Fig. 1: gate-type map
(3 px per micron)
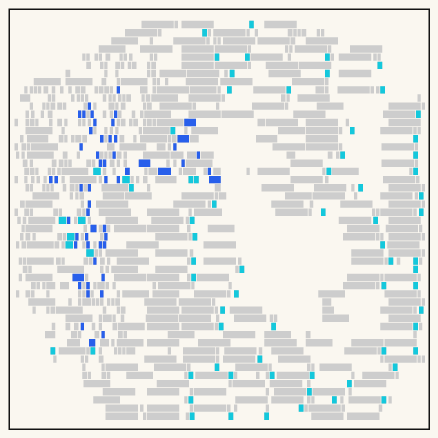
Fig. 2: cell area per tile
(2 px per micron) 14 x 14 tiles, from dark purple (low) to yellow (high), 0 to 100% covered.
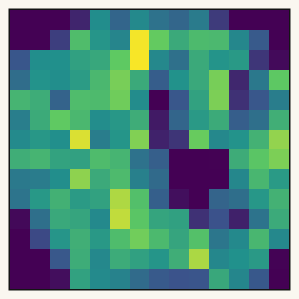
Fig. 3: sequential cells grouped by signal name
(3 px per micron)
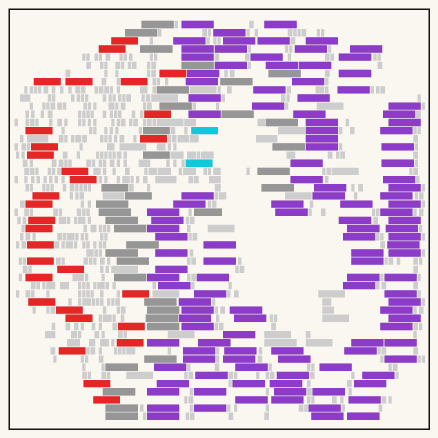
Fig. 4: nets reached from selected ports
(3 px per micron)
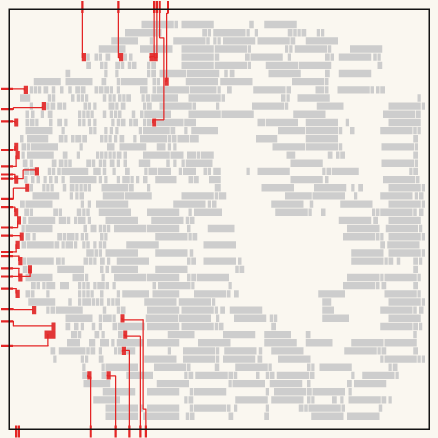
File: config.mk
export PLATFORM = sky130hd
export DESIGN_NAME = fetch
export DESIGN_NICKNAME = d
export VERILOG_FILES = /design/src/rtl/fetch_pkg.sv /design/src/rtl/fetch_buffer.sv /design/src/rtl/fetch.sv
export SDC_FILE = /design/constraint.sdc
export NUM_CORES = 1
export LEC_CHECK = 0
export ABC_AREA = 1
export CORE_UTILIZATION = 43
export CTS_BUF_LIST = sky130_fd_sc_hd__clkbuf_16
export DETAILED_ROUTE_END_ITERATION = 8
export DONT_BUFFER_PORTS = 1
export PLACE_DENSITY = 0.68
export SLEW_MARGIN = 30
export SYNTH_ARGS = -nofsm -noshare
export SYNTH_HDL_FRONTEND = slang
export SYNTH_SLANG_ARGS = --single-unit
File: constraint.sdc
create_clock -name aclk -period 4.2 [get_ports aclk]
set_input_delay 0.42 -clock aclk [delete_from_list [all_inputs] [get_ports aclk]]
set_output_delay 0.42 -clock aclk [all_outputs]
set_load 0.005 [all_outputs]
File: src/rtl/fetch_pkg.sv
// Shared types for the instruction fetch stage.
//   fetch_t : one fetched instruction, {pc, ir}
//   NOP     : addi x0,x0,0, presented when nothing is buffered
//   state_t : fetch FSM states
package fetch_pkg;

  localparam logic [31:0] NOP = 32'h0000_0013;

  typedef struct packed {
    logic [31:0] pc;
    logic [31:0] ir;
  } fetch_t;

  typedef enum logic [1:0] {
    BOOT = 2'd0,
    RUN  = 2'd1,
    HOLD = 2'd2
  } state_t;

endpackage

File: src/rtl/fetch_buffer.sv
// Small FIFO of fetched instructions between the memory response and decode.
// Ports:
//   clk, rst_n : clock, asynchronous active-low reset
//   push, din  : write one entry (caller never pushes into a full buffer)
//   pop        : remove the head entry (ignored when empty)
//   flush      : drop all entries; overrides push and pop
//   head       : head entry, or {0, NOP} when empty
//   count      : number of valid entries
//   empty      : no valid entries
import fetch_pkg::*;

module fetch_buffer #(
  parameter int DEPTH = 2,
  localparam int PW = (DEPTH > 1) ? $clog2(DEPTH) : 1,
  localparam int CW = $clog2(DEPTH + 1)
) (
  input  logic          clk,
  input  logic          rst_n,
  input  logic          push,
  input  logic          pop,
  input  logic          flush,
  input  fetch_t        din,
  output fetch_t        head,
  output logic [CW-1:0] count,
  output logic          empty
);

  fetch_t        mem [DEPTH];
  logic [PW-1:0] rd_ptr;
  logic [PW-1:0] wr_ptr;
  logic          pop_ok;
  logic          full;

  // Pointers wrap explicitly so non-power-of-two depths work.
  function automatic logic [PW-1:0] bump(input logic [PW-1:0] p);
    if (p == PW'(DEPTH - 1)) return '0;
    else                     return p + 1'b1;
  endfunction

  assign empty  = (count == '0);
  assign full   = (count == CW'(DEPTH));
  assign pop_ok = pop && !empty;
  assign head   = empty ? fetch_t'{pc: 32'h0, ir: NOP} : mem[rd_ptr];

  always_ff @(posedge clk or negedge rst_n) begin
    if (!rst_n) begin
      rd_ptr <= '0;
      wr_ptr <= '0;
      count  <= '0;
    end else if (flush) begin
      rd_ptr <= '0;
      wr_ptr <= '0;
      count  <= '0;
    end else begin
      if (push)   wr_ptr <= bump(wr_ptr);
      if (pop_ok) rd_ptr <= bump(rd_ptr);
      count <= count + CW'(push) - CW'(pop_ok);
    end
  end

  always_ff @(posedge clk) begin
    if (push && !flush) mem[wr_ptr] <= din;
  end

  // The credit check upstream must keep a slot free for every read in flight.
  a_no_overflow: assert property (@(posedge clk) disable iff (!rst_n) !(push && full));

endmodule

File: src/rtl/fetch.sv
// Instruction fetch stage: owns the PC, issues reads to a 1-cycle synchronous
// instruction memory and streams {pc, ir} to decode over valid/ready.
// Ports:
//   aclk, aresetn    : clock, asynchronous active-low reset
//   bubble           : control transfer pending in decode; stop and await redirect
//   stall            : load-use hazard; issue nothing new
//   redirect_valid   : execute resolved a control transfer this cycle
//   redirect_addr    : new PC (bits [1:0] ignored)
//   imem_req/addr    : read strobe and word address to instruction memory
//   imem_rdata       : read data, one cycle after imem_req
//   out_tvalid/ready : handshake to decode
//   out_pc, out_ir   : presented instruction (0 / NOP when nothing valid)
import fetch_pkg::*;

module fetch #(
  parameter logic [31:0] RESET_ADDR = 32'h0000_0000,
  parameter int          DEPTH      = 2
) (
  input  logic        aclk,
  input  logic        aresetn,
  input  logic        bubble,
  input  logic        stall,
  input  logic        redirect_valid,
  input  logic [31:0] redirect_addr,
  output logic        imem_req,
  output logic [31:0] imem_addr,
  input  logic [31:0] imem_rdata,
  output logic        out_tvalid,
  input  logic        out_tready,
  output logic [31:0] out_pc,
  output logic [31:0] out_ir
);

  localparam int CW = $clog2(DEPTH + 1);

  state_t        state;
  state_t        state_nxt;
  logic [31:0]   pc;
  logic [31:0]   resp_pc;
  logic          inflight;
  logic          squash;
  logic          push;
  logic          pop;
  logic          issue;
  logic [CW-1:0] count;
  logic          empty;
  logic [CW:0]   credit_used;
  fetch_t        head;

  assign pop    = out_tvalid && out_tready;
  // A response landing in a redirect cycle belongs to the wrong path.
  assign squash = redirect_valid && inflight;
  assign push   = inflight && !squash;

  // Slots committed: buffered entries not leaving this cycle plus the read in flight.
  assign credit_used = {1'b0, count} - (CW+1)'(pop) + (CW+1)'(inflight);

  always_comb begin
    state_nxt = state;
    issue     = 1'b0;
    case (state)
      BOOT: state_nxt = RUN;
      RUN: begin
        if (!redirect_valid && bubble) begin
          state_nxt = HOLD;
        end else if (!redirect_valid && !stall && (credit_used < (CW+1)'(DEPTH))) begin
          issue = 1'b1;
        end
      end
      HOLD: if (redirect_valid) state_nxt = RUN;
      default: state_nxt = BOOT;
    endcase
  end

  assign imem_req  = issue;
  assign imem_addr = pc;

  always_ff @(posedge aclk or negedge aresetn) begin
    if (!aresetn) begin
      state    <= BOOT;
      pc       <= RESET_ADDR;
      inflight <= 1'b0;
    end else begin
      state    <= state_nxt;
      inflight <= issue;
      if (redirect_valid) pc <= {redirect_addr[31:2], 2'b00};
      else if (issue)     pc <= pc + 32'd4;
    end
  end

  always_ff @(posedge aclk) begin
    if (issue) resp_pc <= pc;
  end

  fetch_buffer #(.DEPTH(DEPTH)) u_buf (
    .clk   (aclk),
    .rst_n (aresetn),
    .push  (push),
    .pop   (pop),
    .flush (redirect_valid),
    .din   (fetch_t'{pc: resp_pc, ir: imem_rdata}),
    .head  (head),
    .count (count),
    .empty (empty)
  );

  assign out_tvalid = !empty;
  assign out_pc     = head.pc;
  assign out_ir     = head.ir;

endmodule

==> impl_table.tex <==
% Generated from flow reports
\begin{tabular}{lr}
\hline
Metric & Value \\
\hline
\multicolumn{2}{l}{\textbf{Global routing}} \\
GRT overflow & 0 \\
Overall routing resource usage & 18.3\% \\
\multicolumn{2}{l}{\textbf{Synth}} \\
Number of distinct library cell variants in the gate-level netlist after synthesis & 28 \\
Cell area leaders & edfxtp\_1 (57\%), nand2\_1 (13\%), dfrtp\_1 (11\%) \\
Instance count of the mapped netlist & 778 \\
Post-synth top area share & 56.9\% \\
Most frequent cells after synthesis & nand2\_1 (289), edfxtp\_1 (154), nand3\_1 (69), a21oi\_1 (60) \\
Summed standard-cell area reported by yosys & 8130 sq um \\
Fraction of the yosys area taken by sequential cells & 68.3\% \\
\multicolumn{2}{l}{\textbf{STA}} \\
Worst Tran Pin Value & 0.877 ns \\
Worst hold margin & 0.0593 ns \\
Max transition margin & 41.4\% \\
\multicolumn{2}{l}{\textbf{Finish}} \\
Number of nets in the layout & 850 \\
Fraction of area in multi-input gates & 25.3\% \\
Multi-input combinational cell area & 2260 sq um \\
Clock buffers & 17 \\
Seq cells & 191 \\
\multicolumn{2}{l}{\textbf{Worst setup path}} \\
Critical path arrival & 2.91 ns \\
R2R Setup Slk & 1.03 ns \\
\multicolumn{2}{l}{\textbf{Placed design}} \\
Placed Area & 8360 sq um \\
Final Wtd Congestion & 0.843 \\
\multicolumn{2}{l}{\textbf{CTS}} \\
H-Tree Depth & 4 \\
CTS tree & done \\
Hold-fix buffers, CTS & 2 \\
Gates resized, CTS repair & 0 \\
\multicolumn{2}{l}{\textbf{Power}} \\
Pwr Total & 5.06 mW \\
Leakage power & 3.38 nW \\
\multicolumn{2}{l}{\textbf{Routing}} \\
Routed len/inst & 16.6 microns \\
Number of vias per cell after detailed routing & 5.08 \\
DRC marker count from the first detailed-route iteration & 292 \\
\multicolumn{2}{l}{\textbf{Status}} \\
Outcome & finished, final reports clean \\
\multicolumn{2}{l}{\textbf{Floorplanning}} \\
Overall die height & 139 microns \\
Overall die area & 19500 sq um \\
Area of the placeable core & 18300 sq um \\
\multicolumn{2}{l}{\textbf{Hold path}} \\
Depth of the worst hold-timing path & 1 \\
\hline
\end{tabular}
-- Fig. 1 (at the start) --
aoi and oai cells -> cyan  # cells 72, most used a21oi_1, where widely spread
nor cells -> blue  # cells 55, most used nor2_1

-- Fig. 2 (at the start) --
nearly empty tiles = 12%
tiles over 75% full = 9.2%
fullest tile = 99%

-- Fig. 3 (at the start) --
u_buf.mem -> purple  # placed flops 124
imem_addr -> red  # placed flops 30, where a column on the left
u_buf.count -> cyan  # placed flops 2
not coloured = 35
Flop area: 5550 sq um
core utilization of the finished layout: 48.9%

-- Fig. 4 (at the start) --
redirect_addr -> red  # bits 32, direction input, edge 19 west, 7 south, 6 north, end cells 30, buffers 0, wire 402 microns
I/O Pins: 168
count of buffers inserted at the top-level ports: 0

## cell usage in the layout, fill, tap and decap left out, types with 2 or more instances in the layout
| cell type | n |
|---|---|
| nand2_1 | 289 |
| edfxtp_1 | 154 |
| nand3_1 | 69 |
| a21oi_1 | 60 |
| inv_1 | 51 |
| nor2_1 | 46 |
| dfrtp_1 | 36 |
| clkbuf_16 | 17 |
| o21bai_1 | 7 |
| xnor2_1 | 6 |
| nor2_4 | 5 |
| o21ai_0 | 5 |
| ha_1 | 4 |
| conb_1 | 4 |
| clkinv_4 | 4 |
| clkinv_2 | 4 |
| buf_4 | 4 |
| buf_12 | 3 |
| xor2_1 | 2 |
| nor2_2 | 2 |
| and2_1 | 2 |
## cells by family after synthesis
group	count (synthesis)	synth area share [%]
AOI/OAI and AO/OA	72	4.65
xor gates and xnor gates	8	0.862
adders and majority gates	5	0.862
buffers and inverters	83	4.34
DFF	191	68.3
muxes	1	0.123
other	1	0.0461
and+or+nand+nor	417	20.8
## report_power, final
part           leakage, nW  switching [mW]  internal (mW)
Combinational         1.25           0.777          0.295
Clock                0.279           0.679          0.815
Sequential            1.85           0.216           2.28
Total                 3.38            1.67           3.39
## through the flow
step / std cells / setup slack (ns)
2_1_floorplan: 781 / 0.369
3_3_place_gp: 983 / 1.09
3_5_place_dp: 983 / 1.03
4_1_cts: 1017 / 0.833
5_1_grt: 1017 / 0.652
6_report: 1017 / 0.870
## per-layer routing
layer,vias to the layer above,track usage [%],part of all wire (%)
li1,2579,-,-
met1,2424,22.8,43
met2,147,30.5,50
met3,13,5.54,6.4
met4,0,6.26,1.3
met5,-,0,0
## sequential cells by signal, summed over array words and instances, names as in the netlist
name	cells
imem_addr	30
inflight	1
resp_pc	30
state	2
u_buf.count	2
u_buf.mem	124
u_buf.rd_ptr	1
u_buf.wr_ptr	1
Power is estimated from default activity; no workload was simulated.
